run_1/met3.png
Scale bar: 50 um.
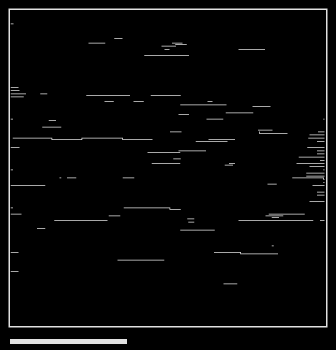
run_1/zoom.png
Scale bar: 5 um. Region (24, 92) to (44, 112) um. Cells in grey, sequential cells in the stronger grey; small squares are vias.
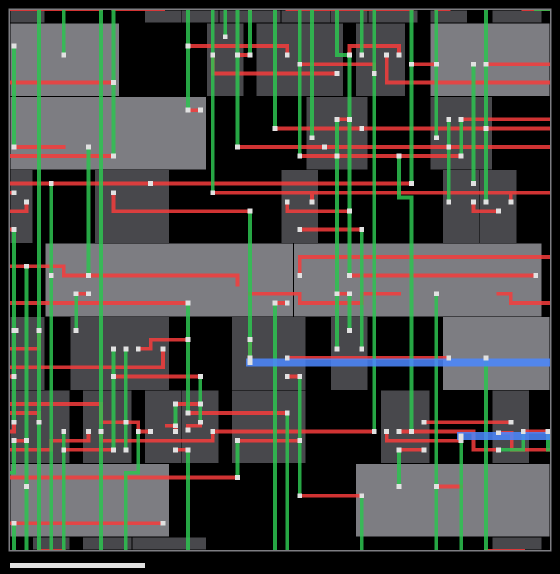
run_1/met1.png
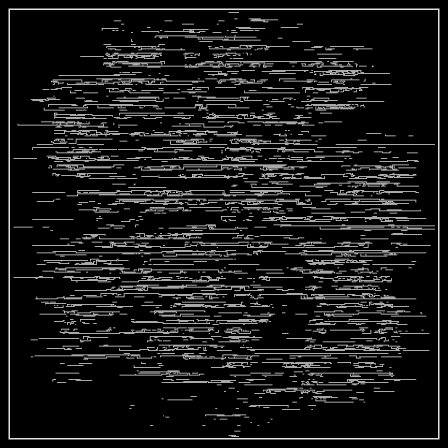
run_1/met2.png
Scale bar: 50 um.
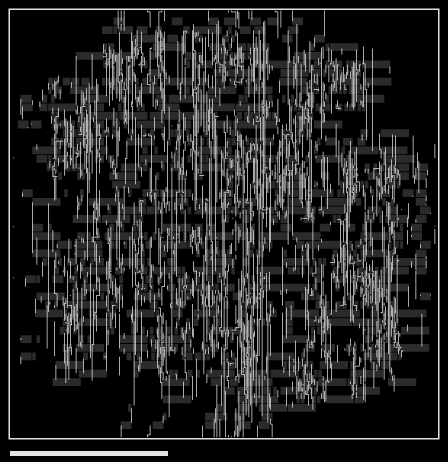
==> config.mk <==
export PLATFORM = sky130hd
export DESIGN_NAME = rtc_alarm_ctrl
export DESIGN_NICKNAME = d
export VERILOG_FILES = /design/src/rtl/rtc_alarm_ctrl.sv
export SDC_FILE = /design/constraint.sdc
export NUM_CORES = 1
export LEC_CHECK = 0
export ABC_AREA = 1
export CORE_MARGIN = 2
export CORE_UTILIZATION = 40
export CTS_BUF_LIST = sky130_fd_sc_hd__clkbuf_4
export DETAILED_ROUTE_END_ITERATION = 8
export PLACE_DENSITY = 0.64
export SYNTH_ARGS = -nofsm -noshare
export SYNTH_HDL_FRONTEND = slang
export SYNTH_SLANG_ARGS = --single-unit
==> constraint.sdc <==
create_clock -name clk -period 6.45 [get_ports clk]
set_input_delay 1.29 -clock clk [delete_from_list [all_inputs] [get_ports clk]]
set_output_delay 1.29 -clock clk [all_outputs]
set_load 0.01 [all_outputs]
==> impl_metrics.toml, run 1 <==
# yosys + openroad results
[timing]
relSlewSlack_pct = 43.3
final-hold-violation-count = 0
min_period_ns = 4.13
fmax_ghz = 0.242
hold_ws_ns = 0.497
setup-tns-final_ns = 0
drv_slew = 0
skew_ns = 0.0253
setup_viol = 0
fin_ws_ns = 2.32
grt_setup_unrepaired = "false"
min_period_over_period_pct = 64.1
tightest_slew_ns = 0.847

[setup_path]
end_kind = "output pin"
slowest_stage = "clkdlybuf4s50_1"
cp.depth = 6
worstPathMaxFanout = 4
worst-r2r-setup-slack_ns = 3.27
worstSetupPathType = "primary input to output pin"
crit_family = "buffers and inverters"
r2r_cells = 13
critical_path_arrival_ns = 2.84
start_kind = "primary input"
critPathBufInv = 3
crit_path_cell_trace = "clkdlybuf4s50_1, nor2_1, nand2_1, inv_1, o21ai_0, clkdlybuf4s50_1"
critPathMaxStageDelay_ns = 0.60
cp.required_ns = 5.16

[synthesis]
floorplan.nets = 1005
ys_cells = 948
top_cell_area_share_pct = 43.4
ff_type = "dfrtp_1"
yosys.area_share.simple_pct = 33.3
yosysWarnings = 0
synth.largest_area_cell = "dfrtp_1"
ys_types = 34
syn_area_per_cell_um2 = 7.30
syn_area_um2 = 6920
ys_sh_mux_pct = 0
synth-adder-area-share_pct = 2.17
xor_area_share_pct = 2.02
aoi_share_pct = 12.4
edf_count = 0
ys_area_um2 = 6920
ys_seq_share_pct = 43.4
area_leaders = "dfrtp_1 (43%), nand2_1 (15%), o21ai_0 (6.1%), nand3_1 (5.3%), nor2_1 (5.3%)"
logic_family = "simple AND/OR/NAND/NOR gates"
netlist_instances = 948
numSynthFlops = 120

[hold_path]
whs_path_depth = 1
hold_class = "flop to flop"

[run_status]
outcome = "finished, final reports clean"

[grt]
grt_pass1_wl_um = 28900
grt.total_usage_pct = 19.8
grt_overflow_total = 0
antenna_found_initial = 1
grt_max_degree = 67
grt_pass1_vias = 5954

[final_layout]
largest_register_ffs = 26
nNonClkInverters = 97
layout.cells.most_common = "nand2_1"
final_cell_mix = "nand2_1 (284), dfrtp_1 (120), nor2_1 (97)"
syn2layout_area_growth_pct = 16.8
comb_share_pct = 42.7
finalNonFillerCells = 1252
antennaDiodeCount = 1
buffers_excl_clock = 71
layout.nonclk_buf_share_pct = 8.58
stdcell_area_um2 = 8080
layout.area.seq_um2 = 3000
final_nets = 1070
flop-count = 120
seq_share_pct = 37.2
clock_area_share_pct = 3.48
logic_area_um2 = 3450
clkbuf_count = 17
layout-drive-gt1-share_pct = 5.26
dominant-cell-class = "logic gates"
comb_cells = 706
post-route-util_pct = 47.2

[clock_network]
clk_path_buf_depth = 2
cts_buffers = 17
clk_latency_ns = 0.55
hold_buffers = 0
cts.sinks = 120
root_buffer = "clkbuf_4"
cts_tree = "done"
clkTransAtPathRegs_ns = 0.12
cts_resized = 0

[routing]
drtPass1Iterations = 9
via_per_inst = 5.14
drt_iter0_drc = 467
drc = 0
avgRoutedWirePerCell_um = 13.8

[pwr]
powerDensity_nw_per_um2 = 264
ir_drop_v = 0.000165
power_mw = 2.13
p_leak_nw = 3.88

[run]
max-cap-violations = 0
warning_count = 33

[placement]
dp_hpwl_um = 12200
place_area_um2 = 7800
post-place-ws_ns = 2.30
dp_cells = 1219
numPortBuffers = 64
routabilityCongestion = 0.860

[floorplanning]
die_x_um = 136
fp_util_pct = 40.4
die-area_um2 = 18400
ioPinCount = 69
die_height_um = 136
rows = 48
core_um2 = 17100
-- met3.png (at the start) --
nets with wire on the layer: 71
share of all routed wire: 3.9%
longest straight run: 31.7 um
Post-Route WL: 17,300 um
via count: 6,436
M3 GR Usage: 4.49%

-- zoom.png (at the start) --
[blue] met3
[red] met1
[green] met2
most frequent: nand2_1 (8), dfrtp_1 (5)
sequential cells in the window: 5
cells with their middle in the window: 26

-- met1.png (at the start) --
wire length on this layer: 8,290 um
longest straight run: 48.8 um
share of all routed wire: 48%
met1 usage: 26.9%

-- met2.png (at the start) --
longest straight run: 48.3 um
wire length on this layer: 8,140 um
nets with wire on the layer: 796
share of all routed wire: 47%
met2 Track Usage GR: 31.9%

run 1: per-layer routing:
metal  up-vias  global-route usage (%)  share of wire, %
met5         -                       0                 0
met4         0                    5.84              0.87
met1      3015                    26.9                48
met2       141                    31.9                47
li1       3269                       -                 -
met3        11                    4.49               3.9
run 1: Yosys cell counts (5+ instances only):
cell	n
ha_1	12
nor3_1	7
clkbuf_1	19
a21oi_1	29
buf_2	6
nand4_1	43
xor2_1	14
nand2_1	284
o21ai_0	85
o211a_1	5
nor2_1	97
dfrtp_1	120
o211ai_1	10
nand3_1	73
nand3b_1	12
inv_1	94
run 1: report_power, final:
group | switching (mW) | total [mW] | internal [mW]
Clock | 0.309 | 0.537 | 0.228
Combinational | 0.379 | 0.642 | 0.263
Sequential | 0.105 | 0.953 | 0.847
==> run 1 -> run 2 <==
==> constraint.sdc (replaced) <==
create_clock -name clk -period 3.9 [get_ports clk]
set_input_delay 0.78 -clock clk [delete_from_list [all_inputs] [get_ports clk]]
set_output_delay 0.78 -clock clk [all_outputs]
set_load 0.01 [all_outputs]
==> impl_metrics.toml, run 2 <==
# yosys + openroad results
[routing]
drtPass1Iterations = 7
via_per_inst = 5.07
routed_wl_um = 17500
drt_iter0_drc = 514
drc = 0
vias = 6356

[setup_path]
end_kind = "output pin"
worstPathMaxFanout = 9
slowest_stage = "clkdlybuf4s50_1"
critPathBufInv = 1
crit_path_cell_trace = "ha_1, nand4_1, nor2_1, nand2_1, nor2_2, clkdlybuf4s50_1"
worstSetupPathType = "flop to output pin"
crit_family = "simple AND/OR/NAND/NOR gates"
critical_path_arrival_ns = 2.59
worst-r2r-setup-slack_ns = 0.68
critPathMaxStageDelay_ns = 0.63
start_kind = "flop"
cp.required_ns = 3.12

[run_status]
outcome = "finished, final reports clean"

[pwr]
ir_drop_v = 0.000205
clk-power_uw = 987
power.switching_mw = 1.29
clkPwrFrac_pct = 27.2
pg_seq_mw = 1.58
power.internal_mw = 2.34
p_comb_share_pct = 29.4
power.group.top = "registers"
power_mw = 3.63
p_leak_nw = 3.92
seq_power_share_pct = 43.4
p_sw_share_pct = 35.6

[clock_network]
clk_path_buf_depth = 2
clk_latency_ns = 0.54
cts_tree = "done"
root_buffer = "clkbuf_4"
clkTransAtPathRegs_ns = 0.10
cts.sinks = 120
hold_buffers = 0

[synthesis]
aoi_share_pct = 12.4
netlist_instances = 948
numSynthFlops = 120
yosysWarnings = 0
top_cell = "nand2_1"
ff_type = "dfrtp_1"
xor_area_share_pct = 2.02
ys_sh_mux_pct = 0
edf_count = 0
synth.largest_area_cell = "dfrtp_1"
logic_family = "simple AND/OR/NAND/NOR gates"
ys_seq_share_pct = 43.4
ys_area_um2 = 6920
ys_types = 34
top_cell_area_share_pct = 43.4
synth-adder-area-share_pct = 2.17
ys_cells = 948
yosys.area_share.simple_pct = 33.3
area_leaders = "dfrtp_1 (43%), nand2_1 (15%), o21ai_0 (6.1%), nand3_1 (5.3%), nor2_1 (5.3%)"
top_cells_by_count = "nand2_1 (284), dfrtp_1 (120), nor2_1 (97)"
syn_area_per_cell_um2 = 7.30

[placement]
place_area_um2 = 7830
numPortBuffers = 64
dp_hpwl_um = 12400

[timing]
grt_setup_unrepaired = "false"
setup-tns-final_ns = 0
min_period_over_period_pct = 86.3
fin_ws_ns = 0.534
fmax_ghz = 0.297
hold_ws_ns = 0.488
min_period_ns = 3.37
drv_slew = 0
skew_ns = 0.0158
setup_viol = 0

[floorplanning]
die_height_um = 136
core_um2 = 17100
die-area_um2 = 18400
fp_util_pct = 40.4
rows = 48
die_x_um = 136

[grt]
grt_max_degree = 66
grt_overflow_total = 0
antenna_found_initial = 1
grt_pass1_wl_um = 29100

[run]
warning_count = 33
max-cap-violations = 0

[final_layout]
largest_register_ffs = 26
syn2layout_area_growth_pct = 17.6
layout.cells.most_common = "nand2_1"
finalNonFillerCells = 1254
final_nets = 1072
layout-drive-gt1-share_pct = 5.25
final_cell_mix = "nand2_1 (284), dfrtp_1 (120), nor2_1 (97)"

[hold_path]
hold_class = "flop to flop"
whs_path_depth = 1
## run 2: cells by family after synthesis
family                     Yosys count
AOI/OAI and AO/OA                  146
xor gates and xnor gates            16
adders and majority gates           12
buffers and inverters              122
DFF                                120
and+or+nand+nor                    532
## run 2: layout make-up
type / instances / area, um2
antenna: 1 / 2.50
clock buffer: 17 / 128
tap: 225 / 282
multi-input combinational: 706 / 3450
clock inverter: 15 / 183
inverter: 97 / 368
fill: 1759 / 8980
sequential: 120 / 3000
timing repair buffer: 73 / 721
## run 2: layer usage
layer  GRT usage [%]  wire length [um]  up-vias
met5               0                 0        -
met4            5.96               200        0
met3            3.85               746       21
met2            32.9              8380      121
met1            26.6              8140     2946
li1                -                 -     3268
run_2/final_congestion.png
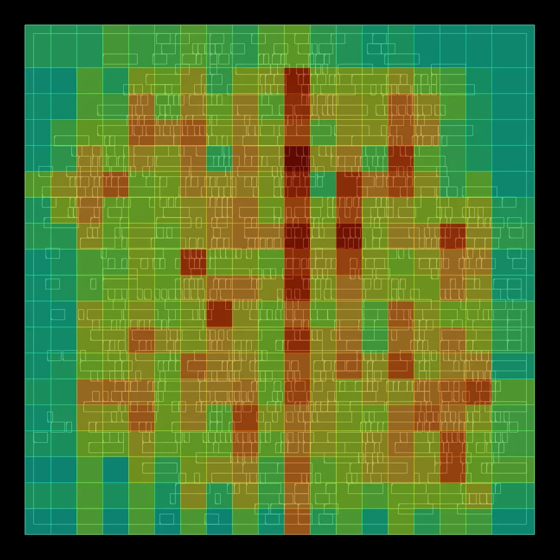
Util after Layout: 47.6%
GRT Total Usage: 19.9%
Wirelength per Cell: 13.9 um

